$ cat config.mk
export PLATFORM = sky130hd
export DESIGN_NAME = ap_status_monitor
export DESIGN_NICKNAME = d
export VERILOG_FILES = /design/src/rtl/ap_mon_pkg.sv /design/src/rtl/ap_status_chan.sv /design/src/rtl/ap_status_monitor.sv
export SDC_FILE = /design/constraint.sdc
export NUM_CORES = 2
export LEC_CHECK = 0
export ABC_AREA = 1
export CELL_PAD_IN_SITES_DETAIL_PLACEMENT = 1
export CELL_PAD_IN_SITES_GLOBAL_PLACEMENT = 1
export CORE_ASPECT_RATIO = 1.2
export CORE_MARGIN = 3
export CORE_UTILIZATION = 42
export DETAILED_ROUTE_END_ITERATION = 8
export HOLD_SLACK_MARGIN = 0.05
export PLACE_DENSITY = 0.82
export SLEW_MARGIN = 20
export SYNTH_ARGS = -nofsm -noshare
export SYNTH_HDL_FRONTEND = slang
export SYNTH_SLANG_ARGS = --single-unit
$ cat constraint.sdc
create_clock -name clock -period 4.6 [get_ports clock]
set_input_delay 0.69 -clock clock [delete_from_list [all_inputs] [get_ports clock]]
set_output_delay 0.69 -clock clock [all_outputs]
set_load 0.01 [all_outputs]
$ cat src/rtl/ap_mon_pkg.sv
// Shared types and constants for the HLS block-level handshake status monitor.
package ap_mon_pkg;

   typedef enum logic [1:0] {
      IDLE      = 2'd0,
      BUSY      = 2'd1,
      DONE_WAIT = 2'd2
   } state_t;

   typedef enum logic [2:0] {
      F_TXN      = 3'd0,
      F_BUSY     = 3'd1,
      F_STALL    = 3'd2,
      F_LAST_LAT = 3'd3,
      F_MAX_LAT  = 3'd4,
      F_MIN_LAT  = 3'd5,
      F_READY    = 3'd6
   } field_t;

   localparam int NUM_FIELDS = 7;

endpackage

$ cat src/rtl/ap_status_chan.sv
// One monitored channel: handshake FSM plus saturating transaction, busy,
// stall, latency and ready statistics.
module ap_status_chan
   import ap_mon_pkg::*;
#(
   parameter int CNT_W = 32
) (
   input  logic                                clock,
   input  logic                                reset,
   input  logic                                start,
   input  logic                                ready,
   input  logic                                done,
   input  logic                                cont,
   input  logic                                finish,
   input  logic                                clr,
   output logic [NUM_FIELDS-1:0][CNT_W-1:0]    stats,
   output state_t                              state
);

   localparam logic [CNT_W-1:0] ONES = '1;
   localparam logic [CNT_W-1:0] ONE  = CNT_W'(1);

   function automatic logic [CNT_W-1:0] sat_inc(input logic [CNT_W-1:0] v);
      return (v == ONES) ? v : v + ONE;
   endfunction

   state_t           state_q, state_d;
   logic [CNT_W-1:0] lat_q, lat_d, lat_inc, done_lat;
   logic             complete, busy_inc, stall_inc;
   logic [CNT_W-1:0] txn_q, busy_q, stall_q, last_q, max_q, min_q, ready_q;

   // done_lat is the latency a completion reports; it is frozen at the
   // done cycle so DONE_WAIT cycles never count towards it.
   always_comb begin
      state_d   = state_q;
      lat_d     = lat_q;
      lat_inc   = sat_inc(lat_q);
      done_lat  = lat_q;
      complete  = 1'b0;
      busy_inc  = 1'b0;
      stall_inc = 1'b0;
      case (state_q)
         IDLE: begin
            if (start) begin
               lat_d    = ONE;
               done_lat = ONE;
               if (done && cont) complete = 1'b1;
               else if (done)    state_d  = DONE_WAIT;
               else              state_d  = BUSY;
            end
         end
         BUSY: begin
            busy_inc = 1'b1;
            lat_d    = lat_inc;
            done_lat = lat_inc;
            if (done && cont) begin
               complete = 1'b1;
               if (start) lat_d   = ONE;
               else       state_d = IDLE;
            end else if (done) begin
               state_d = DONE_WAIT;
            end
         end
         DONE_WAIT: begin
            stall_inc = 1'b1;
            if (cont) begin
               complete = 1'b1;
               if (start) begin
                  state_d = BUSY;
                  lat_d   = ONE;
               end else begin
                  state_d = IDLE;
               end
            end
         end
         default: state_d = IDLE;
      endcase
   end

   always_ff @(posedge clock) begin
      if (!reset) begin
         state_q <= IDLE;
         lat_q   <= '0;
         txn_q   <= '0;
         busy_q  <= '0;
         stall_q <= '0;
         last_q  <= '0;
         max_q   <= '0;
         min_q   <= ONES;
         ready_q <= '0;
      end else begin
         state_q <= state_d;
         if (!finish) lat_q <= lat_d;
         if (clr) begin
            txn_q   <= '0;
            busy_q  <= '0;
            stall_q <= '0;
            last_q  <= '0;
            max_q   <= '0;
            min_q   <= ONES;
            ready_q <= '0;
         end else if (!finish) begin
            if (busy_inc)  busy_q  <= sat_inc(busy_q);
            if (stall_inc) stall_q <= sat_inc(stall_q);
            if (ready)     ready_q <= sat_inc(ready_q);
            if (complete) begin
               txn_q  <= sat_inc(txn_q);
               last_q <= done_lat;
               if (done_lat > max_q) max_q <= done_lat;
               if (done_lat < min_q) min_q <= done_lat;
            end
         end
      end
   end

   assign stats[F_TXN]      = txn_q;
   assign stats[F_BUSY]     = busy_q;
   assign stats[F_STALL]    = stall_q;
   assign stats[F_LAST_LAT] = last_q;
   assign stats[F_MAX_LAT]  = max_q;
   assign stats[F_MIN_LAT]  = min_q;
   assign stats[F_READY]    = ready_q;
   assign state             = state_q;

endmodule

$ cat src/rtl/ap_status_monitor.sv
// Passive monitor of NUM_CH ap_start/ap_ready/ap_done/ap_continue handshakes
// with an on-chip register-style statistics read port.
module ap_status_monitor
   import ap_mon_pkg::*;
#(
   parameter int NUM_CH = 5,
   parameter int CNT_W  = 32
) (
   input  logic              clock,
   input  logic              reset,
   input  logic [NUM_CH-1:0] ap_start,
   input  logic [NUM_CH-1:0] ap_ready,
   input  logic [NUM_CH-1:0] ap_done,
   input  logic [NUM_CH-1:0] ap_continue,
   input  logic              finish,
   input  logic              clr,
   input  logic              rd_req,
   input  logic [4:0]        rd_ch,
   input  logic [2:0]        rd_sel,
   output logic              rd_valid,
   output logic [CNT_W-1:0]  rd_data,
   output logic              rd_err,
   output logic [NUM_CH-1:0] all_idle
);

   logic [NUM_CH-1:0][NUM_FIELDS-1:0][CNT_W-1:0] stats;
   state_t                                       chan_state [NUM_CH];
   logic                                         rd_bad;
   logic [CNT_W-1:0]                             rd_mux;

   for (genvar i = 0; i < NUM_CH; i++) begin : g_chan
      ap_status_chan #(.CNT_W(CNT_W)) u_chan (
         .clock  (clock),
         .reset  (reset),
         .start  (ap_start[i]),
         .ready  (ap_ready[i]),
         .done   (ap_done[i]),
         .cont   (ap_continue[i]),
         .finish (finish),
         .clr    (clr),
         .stats  (stats[i]),
         .state  (chan_state[i])
      );
      assign all_idle[i] = (chan_state[i] == IDLE);
   end

   always_comb begin
      rd_bad = (int'(rd_ch) >= NUM_CH) || (rd_sel > F_READY);
      rd_mux = '0;
      for (int c = 0; c < NUM_CH; c++) begin
         for (int f = 0; f < NUM_FIELDS; f++) begin
            if (rd_ch == 5'(c) && rd_sel == 3'(f)) rd_mux = stats[c][f];
         end
      end
   end

   // Read port: a request sampled at an edge yields a one-cycle rd_valid
   // pulse in the next cycle; there is no backpressure, so requests may be
   // issued every cycle and each one is answered exactly once.
   always_ff @(posedge clock) begin
      if (!reset) begin
         rd_valid <= 1'b0;
         rd_data  <= '0;
         rd_err   <= 1'b0;
      end else begin
         rd_valid <= rd_req;
         rd_err   <= rd_req && rd_bad;
         rd_data  <= (rd_req && !rd_bad) ? rd_mux : '0;
      end
   end

endmodule

**Metal layers overlaid**

Bar = 100 um. Two of the layers only.
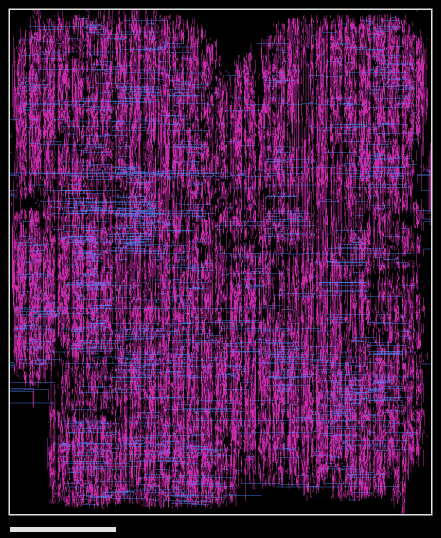
legend:
  M3:
    colour: blue
    wire_length: 23.6 mm
  M2:
    colour: magenta
    wire_length: 170 mm

**Metal 1**

Bar = 100 um.
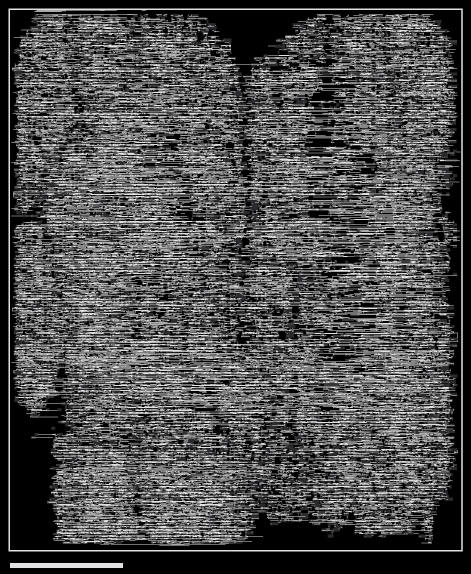
nets with wire on the layer: 12,404
wire length on this layer: 144 mm
main direction: horizontal
longest straight run: 101 um
share of all routed wire: 39%

**Clock distribution**

Bar = 100 um.
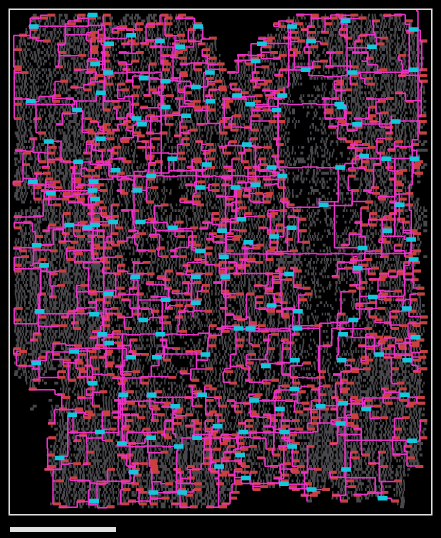
legend:
  clock-net drivers:
    colour: cyan
    count: 153
  flip-flops:
    colour: red
    count: 1,324
  clock wires:
    colour: magenta
    length: 20.6 mm
flops lie: spread over the die
routed clock nets: 154

==> reports/metrics.cfg <==
[synth]
fa_ha_area_share_pct = 5.485
synth_nets = 12210
synthArstFlopShare_pct = 0
logic_family = simple AND/OR/NAND/NOR gates
yosys_warnings = 0
synth_cells = 11830
xor_share_pct = 1.028
yosysSeqAreaShare_pct = 34.18

[die]
chipArea_um2 = 189900
initCoreUtil_pct = 42.30

[worst_setup_path]
path_max_fanout = 5
cp.required_ns = 5.27
worstPathArrival_ns = 5.61

[clock_network]
cts-root-buf = clkbuf_16
clockBufferDepth = 3
path_clk_slew_ns = 0.06
cts_sinks = 1324

[route]
vias = 88490
routed.top_layer = met5
firstDrtPassIters = 6
dr_wl_met2_um = 170400
routed_via_density = 5.895
drcViolationCount = 0

[power_and_ir_drop]
power_mw = 28.89
powerDensity_nw_per_um2 = 307.7

[layout]
final_nets = 12820
area_growth_pct = 21.09

[global_route]
grt_use_total_pct = 36.57
grt_max_degree = 209

[timing]
min_period_ns = 4.940
hold_ws_ns = 0.4085
setup_slack_ns = -0.3403
timing.clock.skew_ns = 0.04120
setup_viol = 208

[placement]
placed_area_um2 = 85390
port_buffers = 71

[run_status]
status = finished with violations
violations = negative setup slack

[worst_hold_path]
hp-class = input pin to flop

stage by stage:
step	TNS, ns	std cells
6_report	-22.58	15010
2_1_floorplan	0	11830
4_1_cts	-0.01522	14960
5_1_grt	-88.64	15010
3_3_place_gp	-39.85	14590
3_5_place_dp	-89.53	14590
sequential cells by signal, indices dropped and copies added (netlist names):
register               cells
g_chan.u_chan.min_q      160
g_chan.u_chan.txn_q      160
g_chan.u_chan.state       10
g_chan.u_chan.lat_q      160
g_chan.u_chan.last_q     160
g_chan.u_chan.stall_q    160
rd_data                   32
g_chan.u_chan.max_q      160
rd_err                     1
g_chan.u_chan.busy_q     160
g_chan.u_chan.ready_q    160
rd_valid                   1
where the power goes:
part           switching (mW)  internal (mW)
sequential              0.230           11.7
clock                    5.62           7.35
combinational            2.59           1.42
synth_stat cells, types with 56 or more instances:
cell type | n | share of area, %
nand2_1 | 2219 | 11
inv_1 | 1845 | 8.9
dfxtp_1 | 1324 | 34
nor2_1 | 1244 | 6.0
a21oi_1 | 1139 | 7.4
o21ai_0 | 952 | 6.1
nand3_1 | 459 | 3.0
nor3_1 | 449 | 2.9
clkbuf_1 | 400 | 1.9
nand4_1 | 363 | 2.9
ha_1 | 340 | 5.5
o211ai_1 | 139 | 1.3
a31oi_1 | 124 | 1.0
nor4_1 | 119 | 0.96
a221oi_1 | 90 | 1.0
xor2_1 | 81 | 0.91
o21a_1 | 74 | 0.72
a22oi_1 | 56 | 0.54
area by class of cell:
| class | count | area (um^2) |
|---|---|---|
| Sequential cell | 1324 | 26530 |
| Tap cell | 2436 | 3048 |
| Clock buffer | 219 | 4367 |
| Multi-Input combinational cell | 8175 | 43930 |
| Timing Repair Buffer | 929 | 8147 |
| Inverter | 1867 | 7057 |
| Fill cell | 23860 | 89440 |
| Clock inverter | 55 | 822.0 |
| Antenna cell | 6 | 15.01 |
worst paths after layout:
| check | end | cells after the start | startpoint | slack [ns] |
|---|---|---|---|---|
| worst min-delay path | g_chan[1].u_chan.lat_q[0] | 3 | reset | 0.41 |
| worst min register to register | g_chan[3].u_chan.min_q[11] | 2 | g_chan[3].u_chan.min_q[11] | 0.46 |
| worst max-delay path | g_chan[1].u_chan.min_q[26] | 30 | g_chan[1].u_chan.lat_q[1] | -0.34 |
| worst max register to register | g_chan[1].u_chan.min_q[26] | 30 | g_chan[1].u_chan.lat_q[1] | -0.34 |
what timing repair did:
item,4_1_cts,5_1_grt
pin swaps,87,102
hold buffers,0,0
cloned,16,8
setup buffers,77,46
setup endpoints to repair,322,332
gates resized,283,244
cells by family after synthesis:
family                   count (synthesis)
AND-OR/OR-AND                         2722
multiplexers                             3
adder cells (fa/ha/maj)                340
buffers and inverters                 2335
XOR/XNOR                                91
AND/OR/NAND/NOR                       5019
flip-flops                            1324
critical path, delay by kind of cell, from the launching register on:
| kind | cells | cell delay (ns) |
|---|---|---|
| and+or+nand+nor | 14 | 1.63 |
| AOI/OAI and AO/OA | 5 | 1.18 |
| buffers and inverters | 8 | 1.05 |
| DFF | 1 | 0.36 |
| adders and majority gates | 2 | 0.32 |
| xor gates and xnor gates | 1 | 0.20 |
Power is estimated from default activity; no workload was simulated.
